==> config.mk <==
export PLATFORM = sky130hd
export DESIGN_NAME = branch_resolve_unit
export DESIGN_NICKNAME = d
export VERILOG_FILES = /design/src/rtl/riscv_pkg.sv /design/src/rtl/branch_hist_table.sv /design/src/rtl/branch_resolve_unit.sv
export SDC_FILE = /design/constraint.sdc
export NUM_CORES = 1
export LEC_CHECK = 0
export CORE_ASPECT_RATIO = 0.75
export CORE_MARGIN = 2
export CORE_UTILIZATION = 44
export DETAILED_ROUTE_END_ITERATION = 8
export GPL_TIMING_DRIVEN = 0
export HOLD_SLACK_MARGIN = 0.1
export PLACE_DENSITY = 0.91
export SETUP_SLACK_MARGIN = 0.3
export SLEW_MARGIN = 30
export SYNTH_ARGS = -nofsm -noshare
export SYNTH_HDL_FRONTEND = slang
export SYNTH_SLANG_ARGS = --single-unit
==> constraint.sdc <==
create_clock -name clk -period 3 [get_ports clk]
set_input_delay 0.6 -clock clk [delete_from_list [all_inputs] [get_ports clk]]
set_output_delay 0.6 -clock clk [all_outputs]
set_load 0.01 [all_outputs]
==> src/rtl/riscv_pkg.sv <==
// riscv_pkg
// Shared RISC-V branch definitions: funct3 encodings of the conditional
// branches, the 2-bit predictor counter type with its reset value, and the
// saturating counter update used by the branch history table.
package riscv_pkg;

    localparam logic [2:0] F3_BEQ  = 3'b000;
    localparam logic [2:0] F3_BNE  = 3'b001;
    localparam logic [2:0] F3_BLT  = 3'b100;
    localparam logic [2:0] F3_BGE  = 3'b101;
    localparam logic [2:0] F3_BLTU = 3'b110;
    localparam logic [2:0] F3_BGEU = 3'b111;

    typedef logic [1:0] bht_cnt_t;

    // Weakly not-taken: the state every predictor entry starts from.
    localparam bht_cnt_t BHT_WNT = 2'b01;

    // Saturating 2-bit counter step toward the observed outcome.
    function automatic bht_cnt_t bht_next(input bht_cnt_t cnt, input logic tk);
        bht_cnt_t nxt;
        if (tk) begin
            nxt = (cnt == 2'b11) ? 2'b11 : cnt + 2'b01;
        end else begin
            nxt = (cnt == 2'b00) ? 2'b00 : cnt - 2'b01;
        end
        return nxt;
    endfunction

endpackage

==> src/rtl/branch_hist_table.sv <==
// branch_hist_table
// Array of 2-bit saturating predictor counters.
// Ports:
//   clk, reset          clock, asynchronous active-high reset (entries -> 01)
//   fetchIdx/fetchCnt   combinational read port used by fetch
//   resIdx/resCnt       combinational read port used by branch resolve
//   wrEn/wrIdx/wrData   synchronous write port
// Reads return the stored value, so a write on the same edge is seen by a
// reader only after that edge (read-before-write).
module branch_hist_table
    import riscv_pkg::*;
#(
    parameter int DEPTH = 16,
    parameter int IDX_W = $clog2(DEPTH)
) (
    input  logic             clk,
    input  logic             reset,
    input  logic [IDX_W-1:0] fetchIdx,
    output logic [1:0]       fetchCnt,
    input  logic [IDX_W-1:0] resIdx,
    output logic [1:0]       resCnt,
    input  logic             wrEn,
    input  logic [IDX_W-1:0] wrIdx,
    input  logic [1:0]       wrData
);

    bht_cnt_t cnt_r [DEPTH];

    // Counter storage: all entries return to weakly not-taken on reset.
    always_ff @(posedge clk or posedge reset) begin
        if (reset) begin
            for (int i = 0; i < DEPTH; i++) begin
                cnt_r[i] <= BHT_WNT;
            end
        end else if (wrEn) begin
            cnt_r[wrIdx] <= wrData;
        end
    end

    assign fetchCnt = cnt_r[fetchIdx];
    assign resCnt   = cnt_r[resIdx];

endmodule

==> src/rtl/branch_resolve_unit.sv <==
// branch_resolve_unit
// Resolves RISC-V conditional branches in one cycle, trains a bimodal
// predictor and keeps saturating branch / mispredict statistics.
// Ports:
//   clk, reset                 clock, asynchronous active-high reset
//   valid_i, flush             op present / kill this op
//   funct3, in_A, in_B, pc     branch encoding, operands and its PC
//   fetch_pc, fetch_pred       combinational predictor lookup for fetch
//   res_valid, BrEq, BrLT,     registered result (latency 1)
//   taken, mispredict, illegal
//   n_branch, n_mispred        saturating statistics counters
module branch_resolve_unit
    import riscv_pkg::*;
#(
    parameter int XLEN      = 32,
    parameter int BHT_DEPTH = 16,
    parameter int CNT_W     = 16
) (
    input  logic             clk,
    input  logic             reset,
    input  logic             valid_i,
    input  logic             flush,
    input  logic [2:0]       funct3,
    input  logic [XLEN-1:0]  in_A,
    input  logic [XLEN-1:0]  in_B,
    input  logic [XLEN-1:0]  pc,
    input  logic [XLEN-1:0]  fetch_pc,
    output logic             fetch_pred,
    output logic             res_valid,
    output logic             BrEq,
    output logic             BrLT,
    output logic             taken,
    output logic             mispredict,
    output logic             illegal,
    output logic [CNT_W-1:0] n_branch,
    output logic [CNT_W-1:0] n_mispred
);

    localparam int IDX_W = $clog2(BHT_DEPTH);
    localparam logic [CNT_W-1:0] CNT_MAX = {CNT_W{1'b1}};
    localparam logic [CNT_W-1:0] CNT_ONE = {{(CNT_W-1){1'b0}}, 1'b1};

    logic [IDX_W-1:0] res_idx_s;
    logic [IDX_W-1:0] fetch_idx_s;
    logic [1:0]       fetch_cnt_s;
    logic [1:0]       res_cnt_s;
    logic [1:0]       wr_cnt_s;
    logic             eq_s;
    logic             lt_s;
    logic             taken_s;
    logic             legal_s;
    logic             accept_s;
    logic             upd_s;
    logic             mispred_s;
    logic             unused_s;

    // Word-aligned PCs: drop the two byte-offset bits before indexing.
    assign res_idx_s   = pc[IDX_W+1:2];
    assign fetch_idx_s = fetch_pc[IDX_W+1:2];
    assign unused_s    = ^{pc[1:0], pc[XLEN-1:IDX_W+2],
                           fetch_pc[1:0], fetch_pc[XLEN-1:IDX_W+2], fetch_cnt_s[0]};

    branch_hist_table #(
        .DEPTH (BHT_DEPTH)
    ) u_bht (
        .clk      (clk),
        .reset    (reset),
        .fetchIdx (fetch_idx_s),
        .fetchCnt (fetch_cnt_s),
        .resIdx   (res_idx_s),
        .resCnt   (res_cnt_s),
        .wrEn     (upd_s),
        .wrIdx    (res_idx_s),
        .wrData   (wr_cnt_s)
    );

    assign fetch_pred = fetch_cnt_s[1];

    // Compare and branch-condition decode; funct3[1] selects unsigned.
    always_comb begin
        eq_s = (in_A == in_B);
        if (funct3[1]) begin
            lt_s = (in_A < in_B);
        end else begin
            lt_s = ($signed(in_A) < $signed(in_B));
        end
        case (funct3)
            F3_BEQ:  begin taken_s = eq_s;  legal_s = 1'b1; end
            F3_BNE:  begin taken_s = !eq_s; legal_s = 1'b1; end
            F3_BLT:  begin taken_s = lt_s;  legal_s = 1'b1; end
            F3_BGE:  begin taken_s = !lt_s; legal_s = 1'b1; end
            F3_BLTU: begin taken_s = lt_s;  legal_s = 1'b1; end
            F3_BGEU: begin taken_s = !lt_s; legal_s = 1'b1; end
            default: begin taken_s = 1'b0;  legal_s = 1'b0; end
        endcase
    end

    // Prediction is the pre-update counter MSB for this branch's entry.
    assign accept_s  = valid_i & ~flush;
    assign upd_s     = accept_s & legal_s;
    assign mispred_s = legal_s & (taken_s ^ res_cnt_s[1]);
    assign wr_cnt_s  = bht_next(res_cnt_s, taken_s);

    // Result register: flags load only for accepted ops, valid tracks acceptance.
    always_ff @(posedge clk or posedge reset) begin
        if (reset) begin
            res_valid  <= 1'b0;
            BrEq       <= 1'b0;
            BrLT       <= 1'b0;
            taken      <= 1'b0;
            mispredict <= 1'b0;
            illegal    <= 1'b0;
        end else begin
            res_valid <= accept_s;
            if (accept_s) begin
                BrEq       <= eq_s;
                BrLT       <= lt_s;
                taken      <= taken_s;
                mispredict <= mispred_s;
                illegal    <= ~legal_s;
            end
        end
    end

    // Statistics: count trained ops and their mispredicts, holding at max.
    always_ff @(posedge clk or posedge reset) begin
        if (reset) begin
            n_branch  <= {CNT_W{1'b0}};
            n_mispred <= {CNT_W{1'b0}};
        end else begin
            if (upd_s && (n_branch != CNT_MAX)) begin
                n_branch <= n_branch + CNT_ONE;
            end
            if (upd_s && mispred_s && (n_mispred != CNT_MAX)) begin
                n_mispred <= n_mispred + CNT_ONE;
            end
        end
    end

endmodule

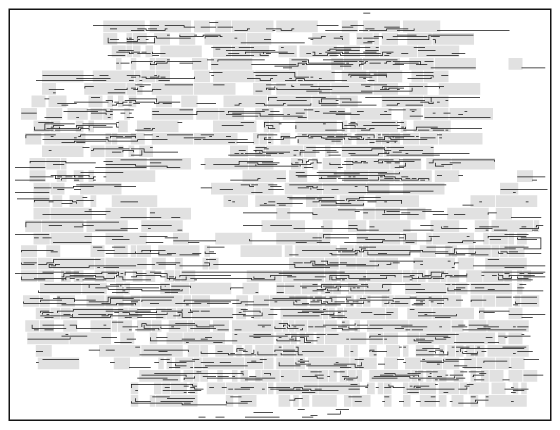
Run 1: signal wires on met1
share of all routed wire: 41%
longest straight run: 35.4 µm
main direction: horizontal

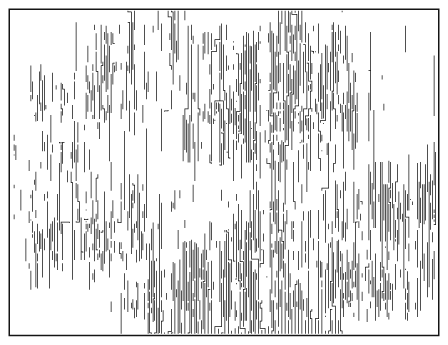
Run 1: M2 wires
wire length on this layer: 6290 µm
nets with wire on the layer: 613
share of all routed wire: 52%
longest straight run: 38.1 µm
main direction: vertical

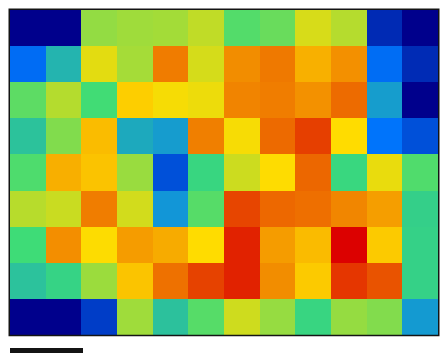
Run 1: cell density map
Bar = 20 µm. The die is cut into 12 by 9 equal tiles; dark blue is low, red is high, 0 to 100% covered.
mean over tiles: 61%
tiles over 75% full: 37%
fullest tile: 100%
nearly empty tiles: 5.6%
core utilization before placement: 44.7%
Placeable Area: 9540 µm²
Post-Route Utilization: 69.4%

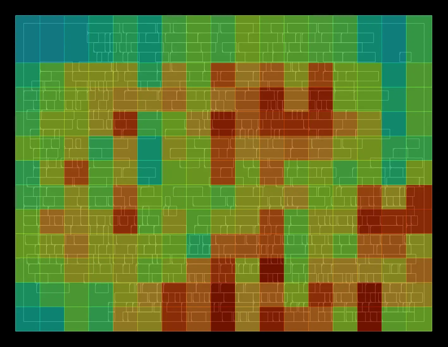
Run 1: routing congestion
most heavily used metal layer in global routing: met2
overall routing resource usage: 23.2%
Wirelength per Cell: 17.8 µm

==> out/notes.md, run 1 <==
The area fraction in mux cells is 17.1%. The total of warnings raised by yosys is 0, and the adder-cell area share of the yosys netlist is 10.5%. At the end of routability-driven placement, the weighted congestion stood at 0.845. Timing endpoint of the critical path: u_bht.cnt_r[27]. The total detailed-routing wirelength was 12100 µm; the placed wire-length estimate was 8250 µm.

In this run, the synthesized area fraction spent on xor and xnor cells is recorded as 6.78%. The run gives 118 µm for the x dimension of the die. The logic area was 2860 µm²; the share of synthesized cell area in and, or, nand and nor gates was 14.6%. The flow ran to the end, but the final reports show violations. Layout overhead on the synthesized area: 55.1%. Most area-hungry cell class in the final design: multi-input combinational cells. The checks that failed: negative setup slack. Total setup buffers inserted after CTS: 22. The share of cells above drive strength 1 was 44.3%. The number of top-level pins is 174. The area share of the largest cell type after synthesis is 31.7%, and the count of warning messages emitted by the tools is 85. Setup repair after global routing could not meet its margin everywhere. The run gives 0 as the reported max-cap violation count. The final report gives the standard cell area, fillers excluded, as 6620 µm². The script parses the final routing iteration and logs DRC violations as 0. The sum of internal, switching and leakage power was 3.11 mW.

The flow reported a cell area power density of 470 nW/µm². Via density per instance: 5.41. The signal on the critical path passes through buf_2 > inv_2 > ha_4 > nand4_1 > nor4_4 > or3b_4 > and4b_4 > nor4_4 > buf_6 > inv_4 > maj3_2 > buf_6 > mux2_4. The worst-case setup margin in the final layout came out at -79.5 ps.

Once synthesis finished, the tally of register bits stood at 70. The fraction of registers with async set/reset was 100%; the largest vdd supply drop was 0.360 mV. The timing report attributes the biggest portion of critical-path delay to simple AND/OR/NAND/NOR gates.

Flip-flop cell with the highest count after synthesis: sky130_fd_sc_hd__dfrtp_1. With the total of cells resized after clock tree synthesis at 270, the number of setup violations in the final report is 36. For the cell count after synthesis, the log shows 385. The routed layout has 3665 vias.
## run 1: registers in the layout, summed over array words and instances (netlist names)
signal	count
taken	1
u_bht.cnt_r	32
n_branch	16
BrLT	1
BrEq	1
mispredict	1
illegal	1
res_valid	1
n_mispred	16
## run 1: cell usage after synthesis, drive strengths merged (3+ instances only)
cell type / n
dfrtp: 54
inv: 39
ha: 34
mux2: 34
nand2: 29
xnor2: 26
nor2: 22
nand4: 20
dfstp: 16
mux4: 15
a21oi: 14
nand3: 12
o21ai: 7
xor2: 7
and3: 6
nand2b: 6
clkbuf: 5
nor3: 4
buf: 3
nand3b: 3
or3: 3
## run 1: power breakdown
group	switching, mW	internal, mW	leakage [nW]	total [mW]
combinational	0.349	0.481	1.84	0.830
sequential	0.116	1.08	0.899	1.20
clock	0.386	0.692	0.145	1.08
Run 1, signal wires on met4:
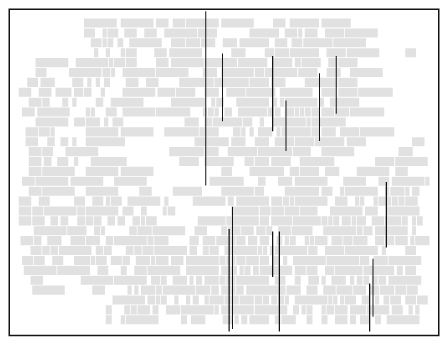

==> run 1 -> run 2 <==
--- a/config.mk
+++ b/config.mk
@@ -5,13 +5,15 @@
 export SDC_FILE = /design/constraint.sdc
 export NUM_CORES = 1
 export LEC_CHECK = 0
+export CELL_PAD_IN_SITES_DETAIL_PLACEMENT = 1
+export CELL_PAD_IN_SITES_GLOBAL_PLACEMENT = 1
 export CORE_ASPECT_RATIO = 0.75
 export CORE_MARGIN = 2
-export CORE_UTILIZATION = 44
+export CORE_UTILIZATION = 33
 export DETAILED_ROUTE_END_ITERATION = 8
 export GPL_TIMING_DRIVEN = 0
 export HOLD_SLACK_MARGIN = 0.1
-export PLACE_DENSITY = 0.91
+export PLACE_DENSITY = 0.9
 export SETUP_SLACK_MARGIN = 0.3
 export SLEW_MARGIN = 30
 export SYNTH_ARGS = -nofsm -noshare
==> constraint.sdc (replaced) <==
create_clock -name clk -period 3 [get_ports clk]
set_input_delay 0.6 -clock clk [delete_from_list [all_inputs] [get_ports clk]]
set_output_delay 0.6 -clock clk [all_outputs]
set_load 0.02 [all_outputs]
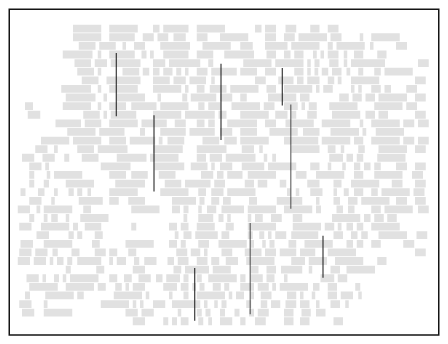
Run 2: signal wires on met4
longest straight run: 32.6 µm
main direction: vertical
nets with wire on the layer: 6
wire length on this layer: 169 µm
DR vias: 3705
Total Wirelength: 14100 µm

==> out/notes.md, run 2 <==
The tools report the final core utilization as 55.4%. In the final layout, the registers with the most flip-flops are u_bht.cnt_r (32), n_branch (16), n_mispred (16). The hold-critical path depth is 2. The register ranked first by flip-flop count is u_bht.cnt_r.

For the sum of internal, switching and leakage power, the log shows 3.43 mW. The final timing report counts setup violations totalling 48. The tools report the placed wire-length estimate as 9620 µm. For reference, the final report shows the hold violation count at 0.

For this run, design rule violations remaining after detail routing come to 0. Clock tree synthesis found a total of 70 sinks. Routing resource usage on met1 recorded by global route was 25.1%.

The adder-cell area share of the yosys netlist was 10.5%. Of all flip-flops after synthesis, the portion carrying an async set or reset was 100%. In the global route stage, overall resource usage came out at 21.2%. Per the GRT log, the top usage layer is met2. Per STA, the worst path is made up of buf_6 > inv_2 > ha_4 > nand4_1 > nor4_4 > or3b_4 > and4b_4 > nor4_4 > buf_4 > inv_4 > maj3_4 > buf_8 > mux2_4.

The synthesis log from Yosys contains 0 warnings. Setup repair after global routing could not meet its margin everywhere. In this run, the synthesized area fraction spent on and/or/nand/nor cells is recorded as 14.6%. The layout overhead on the synthesized area was 61.5%; the total placed cells including tap cells was 668. Pin placement for this block handled 174 I/O pins. The cell family contributing the most delay on the critical path is simple AND/OR/NAND/NOR gates.

The run finished, with violations left. The synthesized design spends more area on one cell type than any other, namely sky130_fd_sc_hd__dfrtp_1. The floorplan step records an initial core utilization of 34.3%. With the count of state elements after synthesis at 70, the final RePlAce weighted congestion is 0.821. For reference, the clock transition at the flip-flops on the worst setup and hold paths is 60 ps.

The register with the most flip-flops in the layout has 32 of them. The most critical setup path has its endpoint at u_bht.cnt_r[15]. The run gives -247 ps as the worst-case setup margin in the final layout. The number of nets in the synthesized netlist is 554. After Yosys synthesis, XOR and XNOR cells account for 6.78% of the synthesized area.

The report lists the power per cell area as 498 nW/µm². Dividing the detail-routed via count by the number of cells gives 5.14. On met2, the global router reports a usage of 39.4%.

Across the run, the number of max-cap violations was 0. The relative slew slack is 54.9%. The portion of synthesized area spent on multiplexers is 17.1%.

The post-route netlist has 45.9% of its cells at a drive strength greater than 1. Across all stage logs, warnings added up to 85. The total cells reported by yosys after synthesis was 385. The average wire per cell in the routed design was 19.6 µm.

The x dimension of the die was 135 µm. According to the floorplan report, the placeable core area is 12400 µm². Ranked by instance count, the synthesized netlist is headed by sky130_fd_sc_hd__dfrtp_1, sky130_fd_sc_hd__inv_1, sky130_fd_sc_hd__ha_1, sky130_fd_sc_hd__mux2_2, sky130_fd_sc_hd__nand2_1. The wire length of the first global-routing pass is 22300 µm. The checks that failed: negative setup slack.

Per the post-synthesis stats, the area per cell is 11.1 µm². Of the post-synthesis cell area, the dominant cell type holds 31.7%. Cell area after layout: 6890 µm². TritonCTS built the clock tree. The logs give 2 for the deepest clock path buffer count and 385 for the cell count after synthesis.

The worst VDD IR drop from the latest analysis is 0.343 mV. Flip-flop cell with the highest count after synthesis: sky130_fd_sc_hd__dfrtp_1. The tools report the filler-free cell count of the finished design as 721. For this run the top cell type by instance count after synthesis was sky130_fd_sc_hd__dfrtp_1.
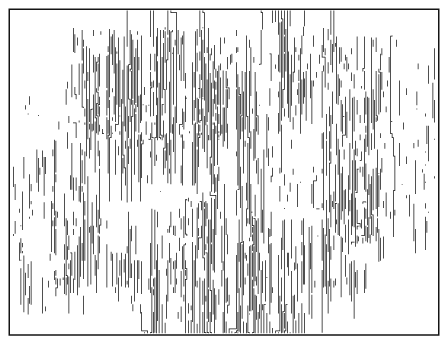
Run 2: M2 wires
main direction: vertical
share of all routed wire: 54%

run 2: final cells by class:
class                      count  area, µm²  area share [%]
buffer                         8       60.1           0.872
timing repair buffer         154       1440            20.9
sequential                    70       1770            25.7
clock buffer                  10        239            3.47
multi-input combinational    268       2890            42.0
inverter                      39        159            2.31
tap                          166        208            3.02
clock inverter                 6        116            1.69
run 2: timing repair:
| action | CTS | global route |
|---|---|---|
| gates resized | 268 | 62 |
| pin swaps | 52 | 28 |
| setup buffers | 29 | 5 |
| setup endpoints to repair | 63 | 65 |
| hold buffers | 0 | 0 |
| gates cloned | 2 | 1 |
run 2: power breakdown:
group | switching, mW | internal, mW | leakage, nW
Combinational | 0.434 | 0.522 | 1.92
Sequential | 0.130 | 1.08 | 0.899
Clock | 0.416 | 0.842 | 0.174
Total | 0.980 | 2.45 | 2.99
Power is estimated from default activity; no workload was simulated.
